Fig. 1: run 1, the metal 3 layer
Drawn at 3 px/µm.
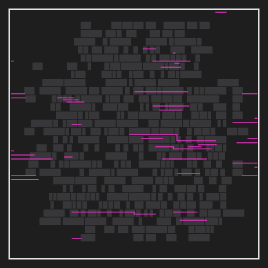
Fig. 2: run 1, cell placement
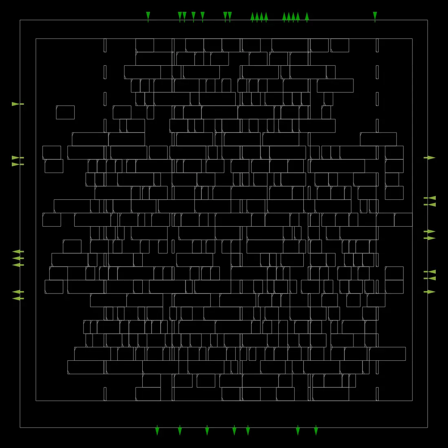
Fig. 3: run 1, sequential cells coloured by netlist name
Drawn at 4 px/µm. Other sequential cells in the stronger grey, the rest of the logic in the fainter grey.
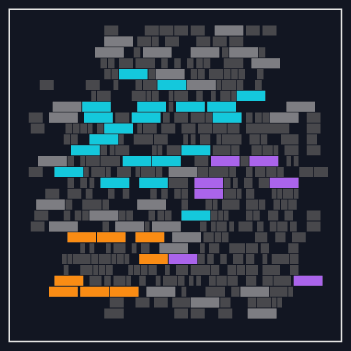
Fig. 4: run 1, cell sizes after repair
Drawn at 4 px/µm.
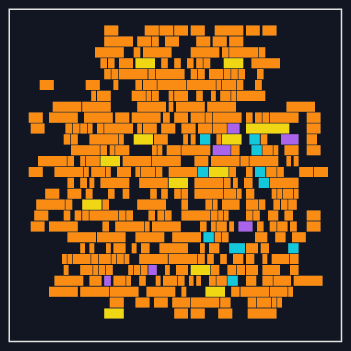
===== src/rtl/stereo_fm_ctrl.sv =====
// Stereo FM mux timing/config controller: 192/48 kHz clock enables, gain
// shadow/commit registers, and STOP -> FLUSH -> RUN start-up sequencing.
module stereo_fm_ctrl #(
  parameter int DIV192      = 256,
  parameter int FLUSH_TICKS = 64,
  parameter int FLUSH_W     = 7
) (
  input  logic       clock,
  input  logic       reset,
  input  logic       run,
  input  logic       cfg_valid,
  output logic       cfg_ready,
  input  logic [2:0] cfg_addr,
  input  logic [7:0] cfg_data,
  output logic [3:0] Ks,
  output logic [3:0] Kd,
  output logic [3:0] Kp,
  output logic [7:0] Kf,
  output logic       clken48kHz,
  output logic       clken192kHz,
  output logic       mute,
  output logic       pending
);

  localparam int CNT_W = (DIV192 > 2) ? $clog2(DIV192) : 1;

  typedef enum logic [1:0] {
    ST_STOP  = 2'd0,
    ST_FLUSH = 2'd1,
    ST_RUN   = 2'd2
  } state_e;

  typedef struct packed {
    logic [3:0] ks;
    logic [3:0] kd;
    logic [3:0] kp;
    logic [7:0] kf;
  } gains_t;

  state_e             state_q, state_d;
  logic [CNT_W-1:0]   cnt_q, cnt_d;
  logic [1:0]         phase_q, phase_d;
  logic               clken192_q, clken192_d;
  logic               clken48_q, clken48_d;
  logic [FLUSH_W-1:0] flush_q, flush_d;
  logic               pending_q, pending_d;
  gains_t             shadow_q, shadow_d;
  gains_t             active_q, active_d;

  logic               active;
  logic               tick;
  logic               xfer;
  logic               commit_req;
  logic               load;
  logic [FLUSH_W-1:0] flush_inc;

  assign cfg_ready   = !pending_q;
  assign pending     = pending_q;
  assign clken192kHz = clken192_q;
  assign clken48kHz  = clken48_q;
  assign mute        = (state_q != ST_RUN);
  assign Ks          = active_q.ks;
  assign Kd          = active_q.kd;
  assign Kp          = active_q.kp;
  assign Kf          = active_q.kf;

  // Prescaler and enables; a falling run stops new pulses from being registered.
  always_comb begin
    active     = (state_q != ST_STOP);
    tick       = active && run && (cnt_q == CNT_W'(DIV192 - 1));
    cnt_d      = cnt_q;
    phase_d    = phase_q;
    clken192_d = tick;
    clken48_d  = tick && (phase_q == 2'd3);
    if (!active || !run) begin
      cnt_d   = '0;
      phase_d = '0;
    end else if (tick) begin
      cnt_d   = '0;
      phase_d = phase_q + 2'd1;
    end else begin
      cnt_d   = cnt_q + CNT_W'(1);
    end
  end

  // Sequencer
  always_comb begin
    state_d   = state_q;
    flush_d   = flush_q;
    flush_inc = flush_q + FLUSH_W'(1);
    case (state_q)
      ST_STOP: begin
        if (run) begin
          state_d = ST_FLUSH;
          flush_d = '0;
        end
      end
      ST_FLUSH: begin
        if (clken48_q) begin
          flush_d = flush_inc;
          if (flush_inc == FLUSH_W'(FLUSH_TICKS)) state_d = ST_RUN;
        end
      end
      ST_RUN:  state_d = ST_RUN;
      default: state_d = ST_STOP;
    endcase
    if (!run) state_d = ST_STOP;
  end

  // Config port and commit. Gains move only on a 48 kHz boundary while the
  // enables run; when stopped (or stopping) there is no boundary to wait for.
  always_comb begin
    shadow_d   = shadow_q;
    active_d   = active_q;
    pending_d  = pending_q;
    xfer       = cfg_valid && cfg_ready;
    commit_req = 1'b0;
    load       = 1'b0;
    if (xfer) begin
      case (cfg_addr)
        3'd0:    shadow_d.ks = cfg_data[3:0];
        3'd1:    shadow_d.kd = cfg_data[3:0];
        3'd2:    shadow_d.kp = cfg_data[3:0];
        3'd3:    shadow_d.kf = cfg_data;
        3'd4:    commit_req  = 1'b1;
        default: commit_req  = 1'b0;
      endcase
    end
    if (pending_q && (!active || !run || clken48_q)) begin
      load      = 1'b1;
      pending_d = 1'b0;
    end
    if (commit_req) begin
      if (!active) load = 1'b1;
      else         pending_d = 1'b1;
    end
    if (load) active_d = shadow_q;
  end

  always_ff @(posedge clock) begin
    if (reset) begin
      state_q    <= ST_STOP;
      cnt_q      <= '0;
      phase_q    <= '0;
      clken192_q <= 1'b0;
      clken48_q  <= 1'b0;
      flush_q    <= '0;
      pending_q  <= 1'b0;
      shadow_q   <= '0;
      active_q   <= '0;
    end else begin
      state_q    <= state_d;
      cnt_q      <= cnt_d;
      phase_q    <= phase_d;
      clken192_q <= clken192_d;
      clken48_q  <= clken48_d;
      flush_q    <= flush_d;
      pending_q  <= pending_d;
      shadow_q   <= shadow_d;
      active_q   <= active_d;
    end
  end

endmodule


===== config.mk =====
export PLATFORM = sky130hd
export DESIGN_NAME = stereo_fm_ctrl
export DESIGN_NICKNAME = d
export VERILOG_FILES = /design/src/rtl/stereo_fm_ctrl.sv
export SDC_FILE = /design/constraint.sdc
export NUM_CORES = 1
export LEC_CHECK = 0
export ABC_AREA = 0
export CORE_MARGIN = 3
export CORE_UTILIZATION = 45
export DETAILED_ROUTE_END_ITERATION = 8
export GPL_ROUTABILITY_DRIVEN = 0
export PLACE_DENSITY = 0.78
export SYNTH_ARGS = -nofsm -noshare
export SYNTH_HDL_FRONTEND = slang
export SYNTH_SLANG_ARGS = --single-unit

===== constraint.sdc =====
create_clock -name clock -period 2.11 [get_ports clock]
set_input_delay 0.211 -clock clock [delete_from_list [all_inputs] [get_ports clock]]
set_output_delay 0.211 -clock clock [all_outputs]
set_load 0.005 [all_outputs]

==> run summary, run 1 <==
Implementation run completed; key figures follow.

Floorplanning:
- After floorplanning, the die was sized to cover ~6800 µm².
- In this run the horizontal extent of the chip is 82.67 µm.
- The floorplan step set the die height to just over 80 µm.

GRT:
- The number of global-route vias before repair came to 2158.
- The run puts the initial antenna violation count at 0.

Cells and area:
- The run gives the dominant kind of cell by area as multi-input combinational cells.
- The run gives the count of inserted antenna diode cells as 0.
- The run puts the final-layout clock-cell area share at 6.064%.
- After layout the signal buffers, clock cells excluded, come to around 14% of cell area.
- In the layout the commonest cells are sky130_fd_sc_hd__dfxtp_1, sky130_fd_sc_hd__clkdlybuf4s50_1, sky130_fd_sc_hd__nor2_1.
- The run puts the number of non-clock inverters in the layout at 8.

Route:
- The run puts the residual antenna-violating net count after detailed routing at 0.
- The run puts the via-per-instance ratio at between 5 and 6.
- The DRC violation total left in the routed layout is recorded as 0.
- Detailed-route iteration 0 reported a violation count of about 190.

Synth:
- The run puts the post-synthesis cell count from yosys at about 300.
- In the synthesized netlist the async set-or-reset flop fraction comes to 0%.
- The run gives the synthesized netlist cell count as 301.
- The run puts the complex-gate fraction of the synthesized area at 15.47%.
- The run puts the top-area cell type share of the netlist area at 46.93%.
- The run puts the distinct cell type count of the synthesized netlist at 37.
- The run gives the sequential fraction of the synthesis area as between 40% and 50%.
- The run puts the simple-gate share of the synthesized area at a little over 20%.
- The commonest cells after synthesis are sky130_fd_sc_hd__dfxtp_1, sky130_fd_sc_hd__nor2_1, sky130_fd_sc_hd__a21oi_1.
- The run puts the area share of fa/ha/maj cells after synthesis at under 10%.
- The most used flip-flop cell after synthesis is sky130_fd_sc_hd__dfxtp_1.
- Each instance of the synthesized netlist takes up on average 8.787 µm².

Worst setup path:
- The run gives the buffering stage count on the worst path with inverters included as 0.
- The run puts the worst reg2reg path depth at 5.
- STA reports a reg2reg setup slack of 0.24 ns.
- The critical path crosses 5 cells after its start point.
- For the worst reg-to-reg path, the startpoint reported by OpenROAD is flush_q[1]$_SDFFE_PP0P_.
- The required time at the worst endpoint is listed as 2.37 ns.
- In the setup report, the worst path falls into the class flip-flop to flip-flop.
- Looking at the reg2reg group, the worst path ends at state_q[0]$_SDFFE_PP0P_.
- The run puts the worst-path maximum fanout at 6.
- The run gives the worst endpoint data arrival time as about 2.1 ns.

Clocking:
- The run puts the number of buffers created by CTS at 9.
- For the worst-skew pair, the clock arrives at the later sink with an insertion delay of around 0.34 ns.
- The run gives the count of buffers added by post-CTS timing repair for setup as 0.
- The run gives the number of clock sinks as ~62.
- The run puts the total of hold buffers inserted after clock tree synthesis at 0.
- The run puts the clock slew seen by the registers of the worst setup and hold paths at ~0.07 ns.

Place:
- The run gives the setup slack at placement as about 0.23 ns.
- Buffers placed on the I/O ports in this run total 39.
- The run puts the cell area reported after detailed placement at between 3000 and 4000 µm².

Pwr:
- The run puts the worst IR drop on VDD at around 0.42 mV.
- The run gives the power consumption as around 2400 µW.

Flow run:
- Across all stage logs, warnings added up to 29.

Timing:
- The run puts the final-layout worst hold slack at between 0.4 and 0.5 ns.
- From the final report, the count of setup violators was given as 0.
- Setup repair after global routing left no endpoint under its margin.

Hold path:
- The run gives the hold-critical path endpoint as cnt_q[0]$_SDFF_PP0_.
- The number of cells on the worst hold path is listed as 1.

Run status:
- The flow ran to the end, and the final reports show no timing, DRC or antenna violations.
Back to the opening pictures, Fig. 1:
- share of all routed wire: 5.1%
- main direction: horizontal
- wire length on this layer: 309 µm
- nets with wire on the layer: 32
post-detailed-routing wire length: 6.001 mm
count of vias placed by the detailed router: 2280

Back to the opening pictures, Fig. 2:
final cell count without fillers: 420
filler cell count: 501
FP Rows: 27
Core Footprint: 5608 µm²

Back to the opening pictures, Fig. 3:
- `cnt_q`: orange (flops 8)
- `shadow_q`: cyan (flops 20)
- `flush_q`: purple (flops 7)
Seq area share: 37.36%
sequential power: 1190 µW
final core utilization: 59.24%
combined flip-flop and latch cell area: 1241 µm²

Back to the opening pictures, Fig. 4:
- x2: purple (cells 6)
- x6 and larger: yellow (cells 12)
- x3 and x4: cyan (cells 10)
- x1 and smaller: orange (cells 320)
P&R area growth vs syn: 25.59%
number of ordinary and repair buffers in the finished layout: 47
post-route design area: 3322 µm²

## run 1: sequential cells by signal, indices dropped and copies added, names as in the netlist, 2 cells and up
signal    cells
shadow_q     20
Kd            4
state_q       2
phase_q       2
flush_q       7
cnt_q         8
Kf            8
Ks            4
Kp            4
## run 1: kinds of logic (layout without fill, tap and decap cells)
family | after synthesis | after routing
simple gates | 107 | 107
compound gates | 73 | 73
flops | 62 | 62
buf+inv | 24 | 71
mux | 21 | 21
fa+ha+maj | 7 | 7
xor+xnor | 7 | 7
## run 1: where the power goes
group	internal (µW)	leakage (µW)	switching, µW
combinational	77.7	0.000591	119
sequential	1180	0.000500	8.24
clock	609	0.0000996	444
total	1870	0.00119	571
## run 1: per-layer routing
metal,share of wire (%),global-route usage [%]
met2,48,30.85
met3,5.1,4.121
met5,0,0
met1,45,23.55
met4,2.1,10.78
--- run 2 (diff from run 1) ---
==> constraint.sdc (replaced) <==
create_clock -name clock -period 1.95 [get_ports clock]
set_input_delay 0.195 -clock clock [delete_from_list [all_inputs] [get_ports clock]]
set_output_delay 0.195 -clock clock [all_outputs]
set_load 0.1 [all_outputs]
==> run summary, run 2 <==
Implementation run completed; key figures follow.

Worst setup path:
- In this run the critical register-to-register path is launched from state_q[0]$_SDFFE_PP0P_.
- The worst register-to-register path ends at flush_q[2]$_SDFFE_PP0P_.
- In this run the number of cells on the critical path is 6.
- The run puts the buffering stage count on the worst path with inverters included at 1.
- The run gives the worst reg2reg path depth as 6.
- The run gives the worst reg-to-reg setup slack as between 0.1 and 0.15 ns.
- The run puts the worst endpoint data arrival time at approximately 2.1 ns.

Pwr:
- In the power breakdown, the biggest contributor is sequential cells.
- Combinational cells account for roughly 8.5% of the total power.
- The run gives the share of total power in the clock network as a little over two fifths.
- Internal power comes to around 2000 µW.
- The net switching power in the latest report is between 600 and 700 µW.
- The run puts the proportion of power drawn by flip-flops and latches at approximately 48%.
- The run gives the total clock network power as ~1200 µW.
- The flow reports power dissipated in sequential cells as 1290 µW.

Floorplanning:
- The run gives the number of rows created at floorplan as 27.
- The run gives the chip footprint as roughly 6800 µm².
- The core region is between 5000 and 6000 µm².
- From bottom edge to top edge, the die measures just over 80 µm.
- The run puts the horizontal die size at approximately 83 µm.

Synth:
- The run puts the post-synthesis cell count from yosys at ~300.
- The run puts the simple-gate share of the synthesized area at 20.44%.
- The run gives the top-area cell type share of the netlist area as about 47%.
- Post-synth the commonest register cell is sky130_fd_sc_hd__dfxtp_1.
- For reference, the top cells by count after synthesis are sky130_fd_sc_hd__dfxtp_1, sky130_fd_sc_hd__nor2_1, sky130_fd_sc_hd__a21oi_1.
- The average instance in the mapped netlist occupies a little under 9 µm².
- The run gives the complex-gate fraction of the synthesized area as between 15 and 20%.
- The run puts the synthesized netlist cell count at between 300 and 400.
- The run gives the async set-or-reset flop fraction in the synthesized netlist as 0%.
- The run puts the distinct cell type count of the synthesized netlist at 37.
- The run puts the area share of fa/ha/maj cells after synthesis at between 3 and 4%.

Cells and area:
- The run puts the number of flip-flops under the largest register name at 20.
- The run gives the dominant kind of cell by area as multi-input combinational cells.
- The run gives the non-clock buffer share of cell area as approximately an eighth.
- 0 antenna diodes ended up in the layout.
- The run gives the layout overhead on the synthesized area as 24.50%.
- The run puts the number of non-clock inverters in the layout at 8.
- shadow_q holds more flip-flops than any other register.
- Per the cell usage report, the commonest logic cells after layout are sky130_fd_sc_hd__dfxtp_1, sky130_fd_sc_hd__nor2_1, sky130_fd_sc_hd__a21oi_1, sky130_fd_sc_hd__buf_4, sky130_fd_sc_hd__o21ai_0.
- The run gives the final-layout clock-cell area share as under 10%.

Clocking:
- The run puts the count of buffers added by post-CTS timing repair for setup at 0.
- The run puts the clock latency reported for the late side of the worst-skew pair at between 0.3 and 0.4 ns.
- The run gives the total of hold buffers inserted after clock tree synthesis as 0.
- The run puts the number of buffers created by CTS at 9.
- The run gives the number of clock sinks as 62.
- The timing report gives the clock slew at the launch and capture registers of the worst setup and hold paths as about 0.060 ns.

Route:
- The violation tally recorded at the end of detailed-routing iteration 0 is around 160.
- The wire length recorded after detailed routing is approximately 6 mm.
- In the routed design, unresolved DRC markers number 0.
- The run puts the via count at about 2300.

Hold path:
- For hold timing, the worst endpoint is cnt_q[0]$_SDFF_PP0_.

GRT:
- The run gives the number of global-route vias before repair as between 2000 and 2500.
- The initial antenna violation count came to 0.

Timing:
- Setup repair after global routing left no endpoint under its margin.
- The run gives the setup-violating endpoint count in the final report as 0.
- The run puts the final-layout worst hold slack at between 0.4 and 0.5 ns.

Run status:
- The flow ran to the end, and the final reports show no timing, DRC or antenna violations.
run 2: cell counts after synthesis:
Identical to the previous run, type by type.
run 2: stage by stage:
stage	cell area [µm²]	setup WS [ns]	power, µW	utilization [%]	std cells
3_3_place_gp	3085	0.1395	1540	55.02	404
3_5_place_dp	3085	0.1079	1545	55.02	404
5_1_grt	3293	0.01046	2788	58.72	419
6_report	3293	0.1478	2688	58.72	419
4_1_cts	3293	0.1579	2716	58.72	419
2_1_floorplan	2648	0.05852	1457	-	301
run 2: routing by layer:
layer / vias up / routed length (µm) / track usage [%]
li1: 1140 / - / -
met1: 1073 / 2778 / 24.45
met2: 49 / 2804 / 31.33
met3: 10 / 259 / 5.423
met4: 0 / 119 / 7.843
met5: - / 0 / 0
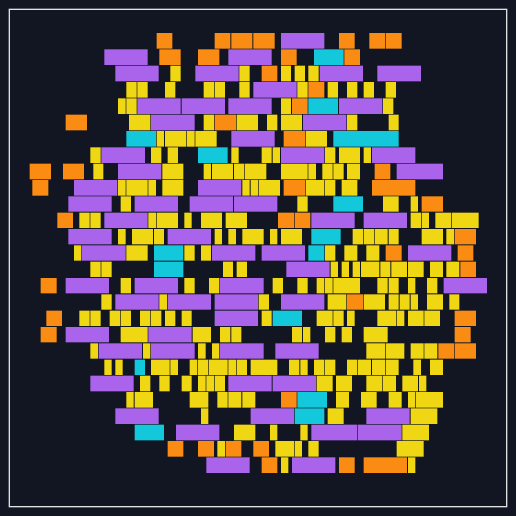
Fig. 5. Placement by cell class (run 2).
Drawn at 6 px/µm.
- remaining logic cells: yellow (cells 223; share of their area 42%)
- remaining buffers and delay cells: orange (cells 47; share of their area 13%)
- registers: purple (cells 62; share of their area 39%)
- clock drivers and dummy loads: cyan (cells 15; share of their area 6.5%)
final core utilization: 58.72%
post-route design area: 3293 µm²
Seq area share: 37.77%

Power figures rest on the tool's default switching activity, not on a simulated workload.
